$ cat src/rtl/seven_seg_pkg.sv
// Shared definitions for the 7-segment display blocks: segment encoding and scan state.
package seven_seg_pkg;

  // Active-low segments, bit order {g,f,e,d,c,b,a}
  localparam logic [6:0] SEG_OFF = 7'h7F;

  localparam int SEG_A = 0;
  localparam int SEG_B = 1;
  localparam int SEG_C = 2;
  localparam int SEG_D = 3;
  localparam int SEG_E = 4;
  localparam int SEG_F = 5;
  localparam int SEG_G = 6;

  typedef enum logic {
    BLANK = 1'b0,
    SHOW  = 1'b1
  } scan_state_t;

endpackage

$ cat src/rtl/seven_seg_scan_ctrl_if.sv
// Value-logic side (digit values, enables, load) and pin side (selects, segments, frame pulse).
interface seven_seg_scan_ctrl_if #(
  parameter int N_DIGITS = 4
);
  logic [4*N_DIGITS-1:0] digit_values;
  logic [N_DIGITS-1:0]   digit_enable;
  logic                  load;
  logic [N_DIGITS-1:0]   digit;
  logic [6:0]            segments;
  logic                  frame_done;

  modport master (
    output digit_values, digit_enable, load,
    input  digit, segments, frame_done
  );

  modport slave (
    input  digit_values, digit_enable, load,
    output digit, segments, frame_done
  );
endinterface

$ cat src/rtl/hex_to_seg7.sv
// Combinational hex nibble to active-low 7-segment pattern {g,f,e,d,c,b,a}.
module hex_to_seg7 (
  input  logic [3:0] nibble,
  output logic [6:0] seg
);
  always_comb begin
    seg = 7'h7F;
    case (nibble)
      4'h0: seg = 7'h40;
      4'h1: seg = 7'h79;
      4'h2: seg = 7'h24;
      4'h3: seg = 7'h30;
      4'h4: seg = 7'h19;
      4'h5: seg = 7'h12;
      4'h6: seg = 7'h02;
      4'h7: seg = 7'h78;
      4'h8: seg = 7'h00;
      4'h9: seg = 7'h10;
      4'hA: seg = 7'h08;
      4'hB: seg = 7'h03;
      4'hC: seg = 7'h46;
      4'hD: seg = 7'h21;
      4'hE: seg = 7'h06;
      4'hF: seg = 7'h0E;
      default: seg = 7'h7F;
    endcase
  end
endmodule

$ cat src/rtl/seven_seg_scan_ctrl.sv
// Multiplexed scan of an N-digit common-anode display with per-slot blanking
// and frame-synchronous (tear-free) value updates.
module seven_seg_scan_ctrl
  import seven_seg_pkg::*;
#(
  parameter int N_DIGITS     = 4,
  parameter int PRESCALE     = 50000,
  parameter int BLANK_CYCLES = 16
) (
  input logic                  clock,
  input logic                  reset,
  seven_seg_scan_ctrl_if.slave bus
);
  localparam int CW = $clog2(PRESCALE);
  localparam int IW = $clog2(N_DIGITS);
  localparam logic [CW-1:0] CNT_LAST = CW'(PRESCALE - 1);
  localparam logic [CW-1:0] CNT_SHOW = CW'(BLANK_CYCLES);
  localparam logic [IW-1:0] IDX_LAST = IW'(N_DIGITS - 1);

  logic [CW-1:0] cnt_q, cnt_d;
  logic [IW-1:0] idx_q, idx_d;
  scan_state_t   state_q, state_d;
  logic          wrap, boundary;

  logic [N_DIGITS-1:0][3:0] pend_val, shad_val;
  logic [N_DIGITS-1:0]      pend_en, shad_en;
  logic                     pend_flag;
  logic [N_DIGITS-1:0][6:0] dec;

  logic [N_DIGITS-1:0] digit_d, digit_q;
  logic [6:0]          seg_d, seg_q;
  logic [1:0]          fd_pipe;

  // One decoder per digit keeps the output mux a plain select on idx
  for (genvar g = 0; g < N_DIGITS; g++) begin : g_dec
    hex_to_seg7 u_dec (
      .nibble (shad_val[g]),
      .seg    (dec[g])
    );
  end

  assign wrap     = (cnt_q == CNT_LAST);
  assign boundary = wrap && (idx_q == IDX_LAST);

  always_comb begin
    cnt_d   = wrap ? '0 : cnt_q + 1'b1;
    idx_d   = idx_q;
    state_d = state_q;
    digit_d = '1;
    seg_d   = SEG_OFF;
    if (wrap) idx_d = (idx_q == IDX_LAST) ? '0 : idx_q + 1'b1;
    case (state_q)
      BLANK: begin
        if (cnt_d >= CNT_SHOW) state_d = SHOW;
      end
      SHOW: begin
        if (wrap) state_d = BLANK;
        // A disabled digit keeps its select low but lights nothing
        digit_d[idx_q] = 1'b0;
        if (shad_en[idx_q]) seg_d = dec[idx_q];
      end
      default: state_d = BLANK;
    endcase
  end

  always_ff @(posedge clock) begin
    if (reset) begin
      state_q <= BLANK;
    end else begin
      state_q <= state_d;
    end
  end

  always_ff @(posedge clock) begin
    if (reset) begin
      cnt_q     <= '0;
      idx_q     <= '0;
      pend_val  <= '0;
      pend_en   <= '0;
      pend_flag <= 1'b0;
      shad_val  <= '0;
      shad_en   <= '0;
      digit_q   <= '1;
      seg_q     <= SEG_OFF;
      fd_pipe   <= '0;
    end else begin
      cnt_q   <= cnt_d;
      idx_q   <= idx_d;
      digit_q <= digit_d;
      seg_q   <= seg_d;
      // Boundary is seen on the last counter cycle; the output lags one more clock
      fd_pipe <= {fd_pipe[0], boundary};
      if (bus.load) begin
        pend_val <= bus.digit_values;
        pend_en  <= bus.digit_enable;
      end
      if (boundary) begin
        pend_flag <= 1'b0;
        if (bus.load) begin
          shad_val <= bus.digit_values;
          shad_en  <= bus.digit_enable;
        end else if (pend_flag) begin
          shad_val <= pend_val;
          shad_en  <= pend_en;
        end
      end else if (bus.load) begin
        pend_flag <= 1'b1;
      end
    end
  end

  assign bus.digit      = digit_q;
  assign bus.segments   = seg_q;
  assign bus.frame_done = fd_pipe[1];

endmodule

$ cat src/flat_wrapper.sv
// flat-port wrapper written by rule: the top's interface ports become plain ports
module seven_seg_scan_ctrl_flat import seven_seg_pkg::*;
#(
  parameter int N_DIGITS     = 4,
  parameter int PRESCALE     = 50000,
  parameter int BLANK_CYCLES = 16
)
  (clock, reset, bus_digit_values, bus_digit_enable, bus_load, bus_digit, bus_segments, bus_frame_done);
  seven_seg_scan_ctrl_if #(.N_DIGITS(N_DIGITS)) bus_i ();
  input logic clock;
  input logic reset;
  input wire logic [$bits(bus_i.digit_values)-1:0] bus_digit_values;
  input wire logic [$bits(bus_i.digit_enable)-1:0] bus_digit_enable;
  input wire logic [$bits(bus_i.load)-1:0] bus_load;
  output wire logic [$bits(bus_i.digit)-1:0] bus_digit;
  output wire logic [$bits(bus_i.segments)-1:0] bus_segments;
  output wire logic [$bits(bus_i.frame_done)-1:0] bus_frame_done;
  assign bus_i.digit_values = bus_digit_values;
  assign bus_i.digit_enable = bus_digit_enable;
  assign bus_i.load = bus_load;
  assign bus_digit = bus_i.digit;
  assign bus_segments = bus_i.segments;
  assign bus_frame_done = bus_i.frame_done;
  seven_seg_scan_ctrl #(.N_DIGITS(N_DIGITS), .PRESCALE(PRESCALE), .BLANK_CYCLES(BLANK_CYCLES)) u_core (.clock(clock), .reset(reset), .bus(bus_i));
endmodule
$ cat config.mk
export PLATFORM = sky130hd
export DESIGN_NAME = seven_seg_scan_ctrl_flat
export DESIGN_NICKNAME = d
export VERILOG_FILES = /design/src/rtl/seven_seg_pkg.sv /design/src/rtl/seven_seg_scan_ctrl_if.sv /design/src/rtl/hex_to_seg7.sv /design/src/rtl/seven_seg_scan_ctrl.sv /design/src/flat_wrapper.sv
export SDC_FILE = /design/constraint.sdc
export NUM_CORES = 1
export LEC_CHECK = 0
export CORE_MARGIN = 4
export CORE_UTILIZATION = 40
export DETAILED_ROUTE_END_ITERATION = 8
export SLEW_MARGIN = 25
export SYNTH_ARGS = -nofsm -noshare
export SYNTH_HDL_FRONTEND = slang
export SYNTH_HIERARCHICAL = 1
export SYNTH_SLANG_ARGS = --single-unit
$ cat constraint.sdc
create_clock -name clock -period 2.9 [get_ports clock]
set_clock_uncertainty 0.1 [all_clocks]
set_input_delay 0.29 -clock clock [delete_from_list [all_inputs] [get_ports clock]]
set_output_delay 0.29 -clock clock [all_outputs]
set_load 0.05 [all_outputs]
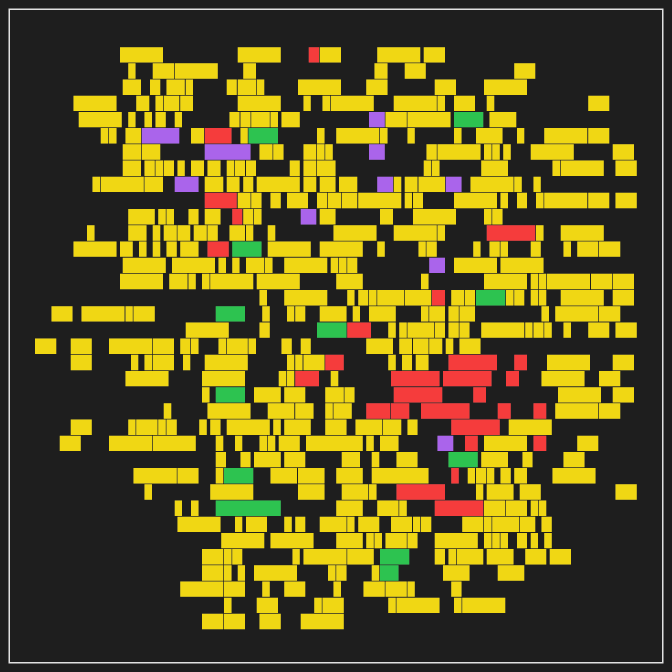
**Above:** run 1 (sizing map).
size	colour	cells
x3 and x4	purple	10
x2	red	28
x1 and smaller	yellow	442
x6 and larger	green	12

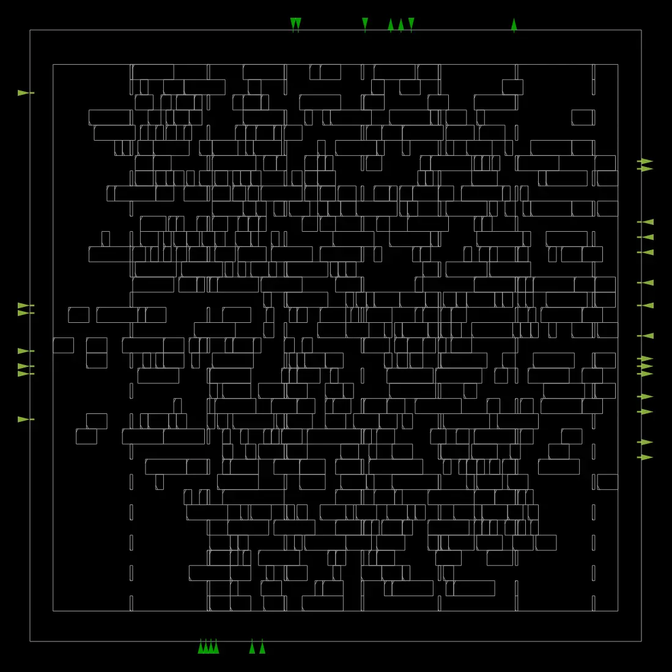
**Above:** run 1 (cell placement).
final std cells w/o fill: 625
tap cell count: 133
FP Rows: 36
final core occ: 47.6%
flip-flops: 73

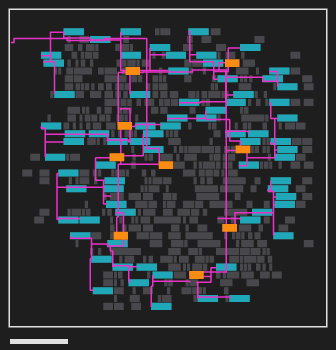
**Above:** run 1 (clock network drawn from the DEF).
The bar under the picture is 20 um long.
[clock-net drivers] orange | count: 9
[clock wires] magenta | length: 968 um
[flip-flops] cyan | count: 73
routed clock nets	10

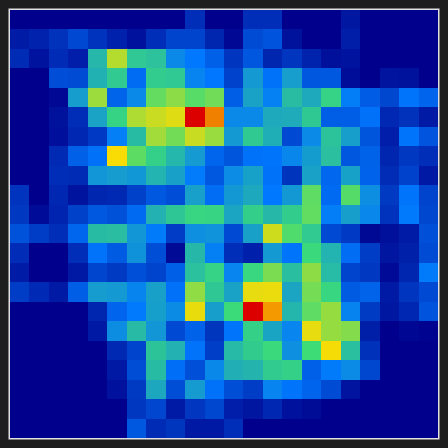
**Above:** run 1 (wiring heat map).
22 x 22 tiles, from dark blue (low) to red (high), scaled to the fullest tile. Values are wire area over tile area, all layers added.
mean over tiles	0.11
nearly empty tiles	24%
tiles over half the peak	7.9%

==> results_dict.tcl, run 1 <==
# implementation run metrics
set metrics [dict create \
    finalWirelength_mm 8.54 \
    grt_antenna_before_repair 0 \
    bufAreaShareNonClock_pct 8.06 \
    leakage_nw 1.74 \
    largest_class "multi-input combinational cells" \
    fp.coreArea_um2 9910 \
    ys_cells 464 \
    finalHoldViolations 0 \
    wl_met3_um 356 \
    gr-usage-met2_pct 22.2 \
    gr-usage-all-layers_pct 14.9 \
    criticalPathCategory "register to register" \
    cts-buffers-inserted 9 \
    comb_area_share_pct 51.9 \
    setup-tns-final_ps 0 \
    r2r_start "u_core/shad_val[8]$_SDFFE_PP0P_" \
    die_h_um 110 \
    cts_max_path_buffers 2 \
    end_kind "register" \
    grt-busiest-layer "met2" \
    path_cells "inv_1, ha_1, inv_1, mux4_1, mux4_2, or2_2" \
    status "completed" \
    diodes 0 \
    period_minus_slack_ps 2400 \
    synthTopCellsByCount "99 x nor2_1, 73 x dfxtp_1, 35 x mux2i_1, 33 x ha_1, 30 x a21oi_1" \
    worstSetupStartpointType "register" \
    dp_cells 609 \
    gp_congestion 0.809 \
    cts_tree "yes" \
    first_pass_iters 4 \
    clk_share_pct 4.16 \
    top_cell_area_share_pct 35.4 \
    path_clk_slew_ps 80 \
    syn_area_per_cell_um2 8.89 \
    worstPathArrival_ps 2540 \
    syn2layout_area_growth_pct 14.4 \
    area_leaders "dfxtp_1 35%, ha_1 10%, nor2_1 9.0%" \
    wl_met1_mm 4.25 \
    clock_latency_ps 360 \
    wl_met2_mm 3.78 \
    max_freq_mhz 417 \
    cts.sink_count 73 \
    hold_start "reset" \
    mi_logic_area_um2 2450 \
    p_per_area_nw_per_um2 408 \
]
run 1: state kept, by name, indices dropped and copies added (netlist names):
| register | cells |
|---|---|
| u_core/cnt_q | 16 |
| u_core/pend_val | 16 |
| u_core/shad_val | 16 |
| u_core/bus.segments | 7 |
| u_core/bus.digit | 4 |
| u_core/pend_en | 4 |
| u_core/shad_en | 4 |
| u_core/fd_pipe | 2 |
| u_core/idx_q | 2 |
| u_core/pend_flag | 1 |
| u_core/state_q | 1 |
run 1: power breakdown:
part / switching, mW / leakage (nW) / internal [mW]
Combinational: 0.0454 / 1.05 / 0.0490
Clock: 0.377 / 0.0970 / 0.423
Sequential: 0.00818 / 0.593 / 1.02
run 1: worst paths after layout:
kind / endpoint / slack (ps) / cells after the start
setup / recovery: u_core/bus.segments[3]$_SDFF_PP1_ / 500 / 6
hold / removal: u_core/fd_pipe[0]$_SDFF_PP0_ / 240 / 2
setup reg to reg: u_core/bus.segments[3]$_SDFF_PP1_ / 500 / 6
hold reg to reg: u_core/fd_pipe[1]$_SDFF_PP0_ / 340 / 1
run 1: metrics by stage:
step | util, % | hold WS (ps) | cell area (um^2)
after floorplan | - | 314 | 4120
after global placement | 45.6 | 316 | 4520
after detailed placement | 45.6 | 333 | 4520
after CTS | 47.6 | 236 | 4720
after global routing | 47.6 | 281 | 4720
final | 47.6 | 242 | 4720
run 1: cells by family (layout without fill, tap and decap cells):
| group | count (synthesis) | after routing | synth area share [%] |
|---|---|---|---|
| and+or+nand+nor | 183 | 183 | 20.9 |
| DFF | 73 | 73 | 35.4 |
| AOI/OAI and AO/OA | 68 | 68 | 10.4 |
| muxes | 49 | 49 | 15.5 |
| buffers and inverters | 46 | 74 | 5.22 |
| adders and majority gates | 33 | 33 | 10.0 |
| xor gates and xnor gates | 12 | 12 | 2.55 |
==> run 1 -> run 2 <==
==> constraint.sdc (replaced) <==
create_clock -name clock -period 2.05 [get_ports clock]
set_clock_uncertainty 0.1 [all_clocks]
set_input_delay 0.205 -clock clock [delete_from_list [all_inputs] [get_ports clock]]
set_output_delay 0.205 -clock clock [all_outputs]
set_load 0.05 [all_outputs]
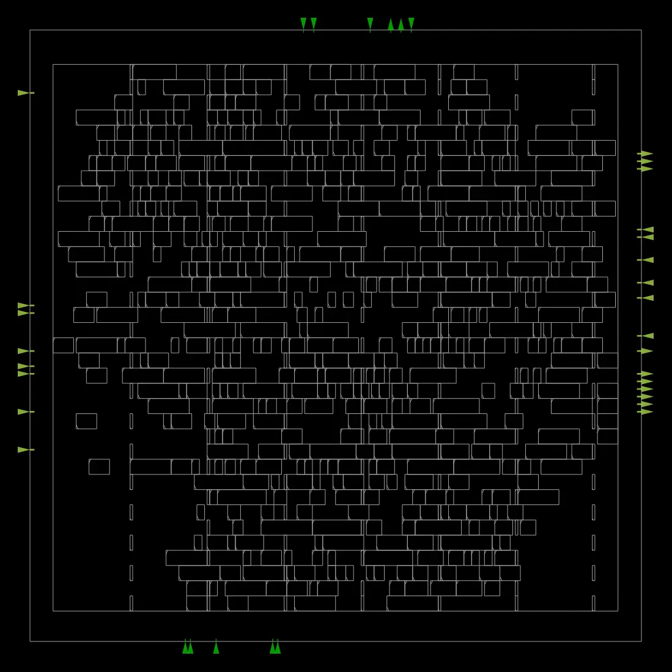
**Above:** run 2 (cell placement).
core area: 9910 um^2
Filler cells: 886

==> run 2 against run 1 <==
Combinational power is 67% higher. Sequential power grew 41%. The run now ends with negative setup slack left. Critical path type unchanged. Global-route usage grew 1.3 points. Clock power rose by about 50%.
==> results_dict.tcl, run 2 <==
# implementation run metrics
set metrics [dict create \
    status "finished with violations" \
    path_cells "inv_4, ha_4, inv_1, mux4_2, mux4_2, or2_4" \
    crit-reg2reg-capture "u_core/bus.segments[3]$_SDFF_PP1_" \
    criticalPathCategory "register to register" \
    worstSetupStartpointType "register" \
    finalSetupViolations 2 \
    top_cell_area_share_pct 35.4 \
    p_seq_share_pct 51.6 \
    violations "negative setup slack" \
    wl_met3_um 306 \
    cts_max_path_buffers 2 \
    period_minus_slack_ps 2070 \
    final_area_um2 5340 \
    max_freq_mhz 483 \
    hold-worst-slack_ps 153 \
    power_frac_comb_pct 5.6 \
    powerClk_mw 1.20 \
    dp_cells 659 \
    path_clk_slew_ps 80 \
    setup-tns-final_ps -23.6 \
    placed_cell_area_um2 4980 \
    ys_cells 464 \
    leakage_nw 2.05 \
    gr-usage-all-layers_pct 16.2 \
    layout_setup_ws_ps -20.2 \
    die_h_um 110 \
]
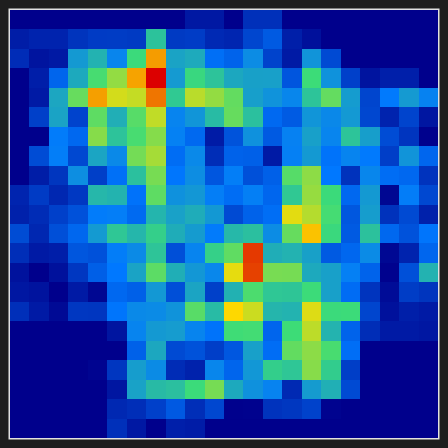
**Above:** run 2 (wiring heat map).
22 x 22 tiles, from dark blue (low) to red (high), scaled to the fullest tile. Values are wire area over tile area, all layers added.
densest ninth of the die	middle
fullest tile	0.53
nearly empty tiles	22%
tiles over half the peak	11%
mean over tiles	0.12

run 2: cell counts after synthesis:
Identical to the previous run, type by type.
run 2: worst max-delay path by stage:
stage                                     from                                 to  slack (ps)
3_5_place_dp   u_core/shad_val[5]$_SDFFE_PP0P_  u_core/bus.segments[3]$_SDFF_PP1_         -50
4_1_cts        u_core/shad_val[5]$_SDFFE_PP0P_  u_core/bus.segments[3]$_SDFF_PP1_         -30
6_report       u_core/shad_val[5]$_SDFFE_PP0P_  u_core/bus.segments[3]$_SDFF_PP1_         -20
5_1_grt        u_core/shad_val[0]$_SDFFE_PP0P_  u_core/bus.segments[3]$_SDFF_PP1_         -70
3_3_place_gp   u_core/shad_val[4]$_SDFFE_PP0P_  u_core/bus.segments[3]$_SDFF_PP1_         -20
2_1_floorplan  u_core/shad_val[5]$_SDFFE_PP0P_  u_core/bus.segments[3]$_SDFF_PP1_           2
run 2: cell type report:
| class | instances | area (um^2) | share of cell area [%] |
|---|---|---|---|
| repair buffers | 95 | 838 | 15.7 |
| multi-input cells | 345 | 2540 | 47.7 |
| clock buffers | 11 | 153 | 2.86 |
| well taps | 133 | 166 | 3.12 |
| flip-flops and latches | 73 | 1490 | 28.0 |
| inverters | 18 | 82.6 | 1.55 |
| clock inverters | 5 | 58.8 | 1.10 |
run 2: timing repair:
action / in CTS / in global routing
gates resized: 9 / 30
buffers inserted: 2 / 3
endpoints found under the setup margin: 5 / 42
pin swaps: 0 / 5
cloned: 0 / 0
run 2: cell families (layout without fill, tap and decap cells):
group	count (synthesis)	in the layout	synth area share, %
and+or+nand+nor	183	183	20.9
DFF	73	73	35.4
AOI/OAI and AO/OA	68	68	10.4
muxes	49	49	15.5
buffers and inverters	46	129	5.22
adders and majority gates	33	33	10.0
xor gates and xnor gates	12	12	2.55
No activity file was given, so power comes from the tool's default toggle rates.
